<file path="src/rtl/cdc_fifo_wr_ctrl.sv">
// Write-side control of the CDC FIFO: resynchronises the read-domain Gray pointer
// and derives full, almost-full, fill level, RAM write address and the write strobe.
module cdc_fifo_wr_ctrl #(
  parameter int  ADDR_WIDTH  = 4,
  parameter int  SYNC_STAGES = 2,
  parameter int  AF_THRESH   = 12,
  localparam int PTR_W       = ADDR_WIDTH + 1
) (
  input  logic                  clk,
  input  logic                  asysRst,
  input  logic                  wrValid,
  output logic                  wrReady,
  output logic                  wrInc,
  output logic [ADDR_WIDTH-1:0] wrAddr,
  input  logic [PTR_W-1:0]      wrPtrGray,
  input  logic [PTR_W-1:0]      rdPtrGray,
  output logic [PTR_W-1:0]      rdPtrGraySync,
  output logic [PTR_W-1:0]      fillLevel,
  output logic                  almostFull,
  output logic                  ovfErr,
  input  logic                  clrErr
);

  localparam logic [PTR_W-1:0] DEPTH    = PTR_W'(1) << ADDR_WIDTH;
  localparam logic [PTR_W-1:0] AF_LEVEL = PTR_W'(AF_THRESH);

  logic [PTR_W-1:0] sync_q [SYNC_STAGES];
  logic [PTR_W-1:0] wr_bin;
  logic [PTR_W-1:0] rd_bin;
  logic [PTR_W-1:0] level_now;
  logic             full;

  function automatic logic [PTR_W-1:0] gray_to_bin(input logic [PTR_W-1:0] gray);
    logic [PTR_W-1:0] bin;
    bin[PTR_W-1] = gray[PTR_W-1];
    for (int i = PTR_W - 2; i >= 0; i--) begin
      bin[i] = bin[i+1] ^ gray[i];
    end
    return bin;
  endfunction

  // NOTE: the synchroniser chain is an array of flops, not a RAM, so it is reset
  // like any other register; rdPtrGraySync must read 0 while asysRst is low.
  always_ff @(posedge clk or negedge asysRst) begin
    if (!asysRst) begin
      for (int i = 0; i < SYNC_STAGES; i++) begin
        sync_q[i] <= '0;
      end
    end else begin
      sync_q[0] <= rdPtrGray;
      for (int i = 1; i < SYNC_STAGES; i++) begin
        sync_q[i] <= sync_q[i-1];
      end
    end
  end

  assign rdPtrGraySync = sync_q[SYNC_STAGES-1];

  assign wr_bin    = gray_to_bin(wrPtrGray);
  assign rd_bin    = gray_to_bin(rdPtrGraySync);
  // Modulo subtraction keeps the wrap bit, so full and empty stay distinct.
  assign level_now = wr_bin - rd_bin;
  assign full      = (level_now == DEPTH);

  assign wrAddr  = wr_bin[ADDR_WIDTH-1:0];
  assign wrReady = ~full;
  assign wrInc   = wrValid & ~full;

  // NOTE: non-blocking assignments so every status flop samples the same
  // pre-edge level_now, independent of evaluation order.
  always_ff @(posedge clk or negedge asysRst) begin
    if (!asysRst) begin
      fillLevel  <= '0;
      almostFull <= 1'b0;
      ovfErr     <= 1'b0;
    end else begin
      fillLevel  <= level_now;
      almostFull <= (level_now >= AF_LEVEL);
      if (wrValid && full) begin
        ovfErr <= 1'b1;
      end else if (clrErr) begin
        ovfErr <= 1'b0;
      end
    end
  end

endmodule

</file>
<file path="config.mk">
export PLATFORM = sky130hd
export DESIGN_NAME = cdc_fifo_wr_ctrl
export DESIGN_NICKNAME = d
export VERILOG_FILES = /design/src/rtl/cdc_fifo_wr_ctrl.sv
export SDC_FILE = /design/constraint.sdc
export NUM_CORES = 1
export LEC_CHECK = 0
export ABC_AREA = 1
export ABC_CLOCK_PERIOD_IN_PS = 5700
export CAP_MARGIN = 10
export CELL_PAD_IN_SITES_DETAIL_PLACEMENT = 1
export CELL_PAD_IN_SITES_GLOBAL_PLACEMENT = 2
export CORE_UTILIZATION = 27
export DETAILED_ROUTE_END_ITERATION = 16
export GPL_TIMING_DRIVEN = 0
export PLACE_DENSITY_LB_ADDON = 0.1
export SETUP_SLACK_MARGIN = 0.2
export SYNTH_ARGS = -nofsm -noshare
export SYNTH_HDL_FRONTEND = slang
export SYNTH_SLANG_ARGS = --single-unit
</file>
<file path="constraint.sdc">
create_clock -name clk -period 5.7 [get_ports clk]
set_clock_uncertainty 0.15 [all_clocks]
set_input_delay 0.57 -clock clk [delete_from_list [all_inputs] [get_ports clk]]
set_output_delay 0.57 -clock clk [all_outputs]
set_load 0.01 [all_outputs]
</file>
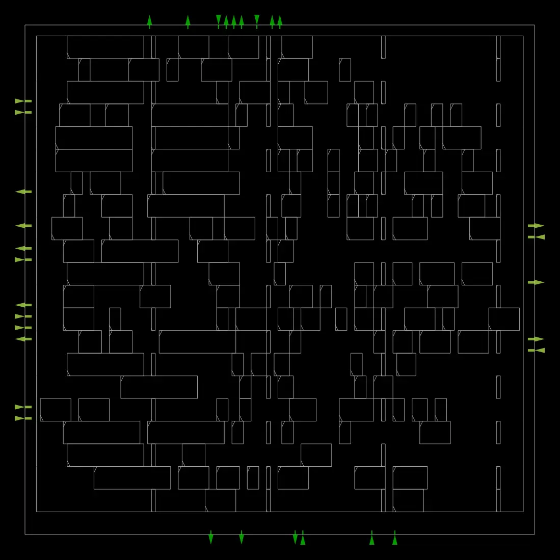
*Placed standard cells, run 1*
Std-Cell Rows: 21
Finished Core Util: 0.4012
Seq area share: 0.3178
core area: 3337 um2
fill count: 410

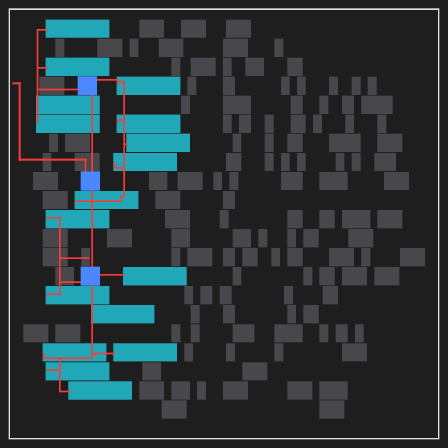
*Clock distribution, run 1*
[red] clock wires | length: 167 um
[blue] cells driving clock nets | count: 3
[cyan] flip-flops | count: 17
routed clock nets: 4
clock network fraction of total power: 0.175
Worst-Skew Late Latency: 0.27 ns
clock-net power: 59.1 uW

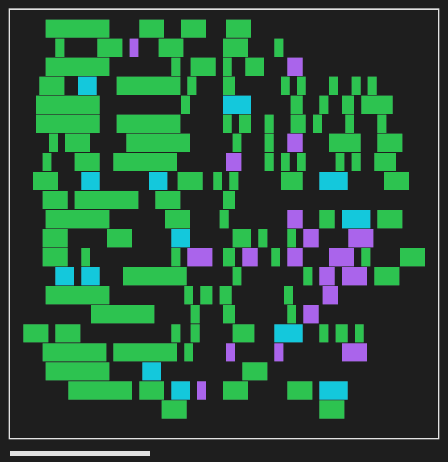
*Cell sizes after repair, run 1*
The bar under the picture is 20 um long.
[purple] drive 2 | cells: 19 | most used: nand2_2
[green] drive 1 or less | cells: 113 | most used: clkdlybuf4s50_1
[cyan] drive 3 to 4 | cells: 13 | most used: buf_4
PnR worst setup slack: 1.576 ns
non-clock buffer count: 36

==> CHANGELOG.md, run 1 <==
### Physical design

- Die Ht: 61.15 um
- Routability Congestion: 0.7089
- Post-CTS setup buffer count: 0
- Ys async rst share: 1.000
- CP delay by family, top: buffers and inverters
- Sum Neg Setup Slack: 0 ns
- Combinational share of cell area: 0.3009
- Post-Syn Area: 944.7 um2
- Slew Viols, Final: 0
- Net Count, Synth: 126
- Number of I/O pins: 32
- Placed Cells: 187
- Synth top cell by count: nand2_1
- Area after DPL: 1313 um2
- Clock buffer depth: 2
- Crit end category: output pin
- Top post-synthesis cells by count: 25 x nand2_1, 17 x dfrtp_1, 17 x inv_1
- Via count: 770
- Commonest cells after routing, fill and taps aside: 31 x clkdlybuf4s50_1, 25 x nand2_1, 17 x inv_1, 17 x dfrtp_1
- Status: finished clean
- WP buf/inv: 6
- Largest net degree at the start of global routing: 18
- Non-clock buffer area fraction after layout: 0.2598
- DR WL/cell: 10.44 um
- Yosys chip area: 944.7 um2
- Grt ovf: 0
- Hold Crit Class: reg -> reg
- Tap cells: 46
- Period utilization: 0.7236
- Total CTS buffers: 3
- Dominant flop cell: dfrtp_1
- Unrepaired setup endpoints after global routing: no
- Nets: 162
- Comb area: 402.9 um2
- Dpl ws: 1.549 ns
- First-pass GRT wire length: 3.305 mm
- Max-capacitance violation count: 0
- Mux frac, synth: 0
- CP Data Required Time: 4.98 ns
- Multi-In Gates: 67
- Adder share: 0.02649
- Crit path max fanout: 4
- CP Class: in -> out
- Worst vdd ir: 147.4 uV
- Max incr delay on CP: 0.57 ns
## run 1: registers in the layout (all words and copies together) (netlist names)
| name | cells |
|---|---|
| almostFull | 1 |
| fillLevel | 5 |
| ovfErr | 1 |
| rdPtrGraySync | 5 |
| sync_q | 5 |
## run 1: layer usage
layer  track usage  wire [um]  vias up
met4       0.05844         10        0
met3       0.01891        107        2
met2        0.1988        975       17
met5             0          0        -
met1        0.1539        900      350
li1              -          -      401
## run 1: report_power, final
| part | switching, uW | internal, uW | total, uW |
|---|---|---|---|
| logic | 69.9 | 66.4 | 136 |
| clock network | 32.0 | 27.1 | 59.1 |
| registers | 5.97 | 137 | 143 |
| total | 108 | 230 | 338 |
==> inputs of run 2 (changes only) <==
- ABC_CLOCK_PERIOD_IN_PS: 5700 -> 3500
- CORE_UTILIZATION: 27 -> 23
- clock period: 5.7 -> 3.5 ns (I/O delays scaled with it)
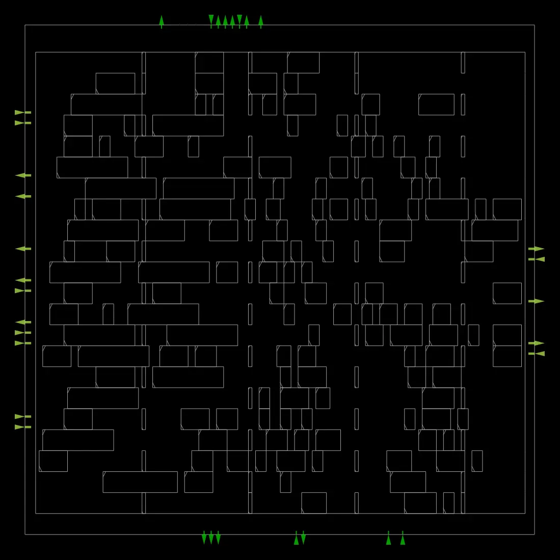
*Placed standard cells, run 2*
Finished Core Util: 0.3682
tap cells: 48
core area: 3799 um2

==> run 2 against run 1 <==
  * Synthesized area unchanged
  * Register-to-register slack got worse by 2.2 ns
  * Via count increased by 4.2%
  * Sequential cell count unchanged
  * First-iteration DRC count decreased by 60%
  * Combinational power increased by 69%
  * Critical endpoint unchanged
==> CHANGELOG.md, run 2 <==
### Physical design

- Fill count: 450
- Dpl ws: -0.2666 ns
- Synth top cell by count: nand2_1
- Post-CTS Resized: 7
- Crit path max fanout: 4
- Comb pwr share: 0.381
- Grt met1 use: 0.1356
- Area share, top type: 0.4503
- # clock sinks: 17
- Hold-fix buffers, CTS: 0
- PwrDens: 431.7 nW/um2
- Worst-Skew Late Latency: 0.25 ns
- Top post-synthesis cells by count: 25 x nand2_1, 17 x dfrtp_1, 17 x inv_1
- Net Count, Synth: 126
- NetSw: 187.9 uW
- PnR worst setup slack: 0.4533 ns
- Clock-net power: 141 uW
- CP delay by family, top: simple AND/OR/NAND/NOR gates
- YS warnings: 0
- Hold Crit Class: reg -> reg
- Sw frac: 0.3112
- Slew Viols, Final: 0
- P_comb: 230 uW
- Largest net degree at the start of global routing: 18
- Crit end category: output pin
- Max incr delay on CP: 0.31 ns
- Mapped Cells: 110
- Slew HR: 0.5150
- Flop pwr share: 0.386
- Internal power: 415.9 uW
- Non-clock buffer area fraction after layout: 0.2567
- GRT busiest layer: met2
- Non-clock buffer count: 38
- Routability Congestion: 0.6396
- Commonest cells after routing, fill and taps aside: 26 x clkdlybuf4s50_1, 24 x nand2_1, 16 x dfrtp_1
- Seq pwr: 233 uW
- Met2 WL: 1.023 mm
- Die Ht: 66.09 um
- Status: finished clean
- Top Consumer: sequential cells
- Number of I/O pins: 32
- Multi-In Gates: 67
- Met3 WL: 132 um
- Ys async rst share: 1.000
- M2 GR Usage: 0.1862
- Post-Syn Area: 944.7 um2
- Max-capacitance violation count: 0
- Worst vdd ir: 246.2 uV
- Yosys chip area: 944.7 um2
- WP buf/inv: 6
- Dominant flop cell: dfrtp_1
- Placed Cells: 189
- DR WL/cell: 10.96 um
- Post-CTS setup buffer count: 1
- Max Used Layer: met4
- Grt ovf: 0
- M1 WL: 929 um
- Clock buffer depth: 2
- Unrepaired setup endpoints after global routing: yes
- Combinational share of cell area: 0.3068
- GRT met3 Usage: 0.02931
- Via count: 802
- Nonclk inv count: 21
- Seq area share: 0.3050
- Period utilization: 0.8705
- Std-Cell Rows: 22
- Final setup fails: 0
- Total CTS buffers: 3
- Clk_buf instances: 4
- CP Data Required Time: 3.00 ns
- Nets: 164
- Sum Neg Setup Slack: 0 ns
- Post-route DRC: 0
- First-pass GRT wire length: 3.719 mm
- Area after DPL: 1315 um2
- CP Class: in -> out
- Comb area: 429.2 um2
- Clock network fraction of total power: 0.233
-- run 2: path summary, 6_finish.rpt --
path,cells after the start,slack (ns),to
worst max-delay path,20,0.45,wrInc
worst min-delay path,0,0.20,rdPtrGraySync[1]
worst max register to register,20,1.15,ovfErr
worst min register to register,0,0.20,rdPtrGraySync[1]
max in group asynchronous,1,2.31,rdPtrGraySync[4]
min in group asynchronous,1,0.38,fillLevel[3]
-- run 2: logic make-up after synthesis --
| kind of cell | Yosys count | share of synthesized area |
|---|---|---|
| xor gates and xnor gates | 3 | 0.02782 |
| buffers and inverters | 26 | 0.1232 |
| and+or+nand+nor | 60 | 0.3563 |
| AOI/OAI and AO/OA | 2 | 0.01590 |
| adders and majority gates | 2 | 0.02649 |
| DFF | 17 | 0.4503 |
==> inputs of run 3 (changes only) <==
- CTS_CLUSTER_DIAMETER: not set -> 50
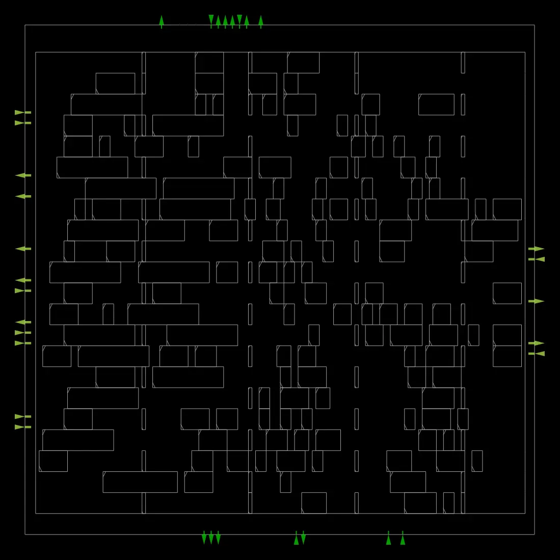
*Placed standard cells, run 3*
fill count: 450
Flops: 17
Seq area share: 0.3050
Std-Cell Rows: 22
Non-Filler Instances: 195

==> run 3 against run 2 <==
  * Total power unchanged
  * Clock power about the same
  * Critical path depth unchanged
  * Sequential cell count unchanged
  * Fmax unchanged
  * Largest power group unchanged
==> CHANGELOG.md, run 3 <==
### Physical design

- Status: finished clean
- Met2 WL: 1.023 mm
- Post-route DRC: 0
- CP delay by family, top: simple AND/OR/NAND/NOR gates
- Ys async rst share: 1.000
- Hold-fix buffers, CTS: 0
- Hold Crit Class: reg -> reg
- Nets: 164
- Non-clock buffer area fraction after layout: 0.2567
- Combinational share of cell area: 0.3068
- Clock buffer depth: 2
- Crit path depth: 20
- Commonest cells after routing, fill and taps aside: 26 x clkdlybuf4s50_1, 24 x nand2_1, 16 x dfrtp_1
- Sum Neg Setup Slack: 0 ns
- Internal power: 415.9 uW
- WP buf/inv: 6
- R2R Setup Slk: 1.15 ns
- Net Count, Synth: 126
- Comb area: 429.2 um2
- Area share, top type: 0.4503
- Mux frac, synth: 0
- Flop pwr share: 0.386
- Period utilization: 0.8705
- WHS Path Cells: 0
- Max incr delay on CP: 0.31 ns
- Hold Path End: rdPtrGraySync[1]
- First-pass GRT wire length: 3.719 mm
- Largest net degree at the start of global routing: 18
- Worst-Skew Late Latency: 0.25 ns
- Xor/xnor share: 0.02781
- Finished Core Util: 0.3682
- Placed Cells: 189
- Area after DPL: 1315 um2
- GRT met3 Usage: 0.02931
- Via count: 802
- Synth top cell by count: nand2_1
- M1 WL: 929 um
- Comb pwr share: 0.381
- Unrepaired setup endpoints after global routing: yes
- Slew Viols, Final: 0
- Adder share: 0.02649
- FF-to-FF End: ovfErr
- Met3 WL: 132 um
- PnR worst setup slack: 0.4533 ns
- Mapped Cells: 110
- NetSw: 187.9 uW
- Worst vdd ir: 246.2 uV
- CP Class: in -> out
- Final setup fails: 0
- Nonclk inv count: 21
- Sw frac: 0.3112
- Crit end category: output pin
- Grt met1 use: 0.1356
- Dominant flop cell: dfrtp_1
- Tap cells: 48
## run 3: what timing repair did
| item | CTS | global route |
|---|---|---|
| setup endpoints to repair | 2 | 2 |
| setup buffers | 1 | 1 |
| pin swaps | 2 | 1 |
| resized | 7 | 13 |
## run 3: power by group through the flow
| stage | clock [uW] | combinational [uW] | sequential [uW] |
|---|---|---|---|
| 2_1_floorplan | 0 | 107 | 247 |
| 3_3_place_gp | 0 | 224 | 236 |
| 3_5_place_dp | 0 | 229 | 236 |
| 4_1_cts | 149 | 232 | 233 |
| 5_1_grt | 159 | 261 | 236 |
| 6_report | 141 | 230 | 233 |
Power figures rest on the tool's default switching activity, not on a simulated workload.
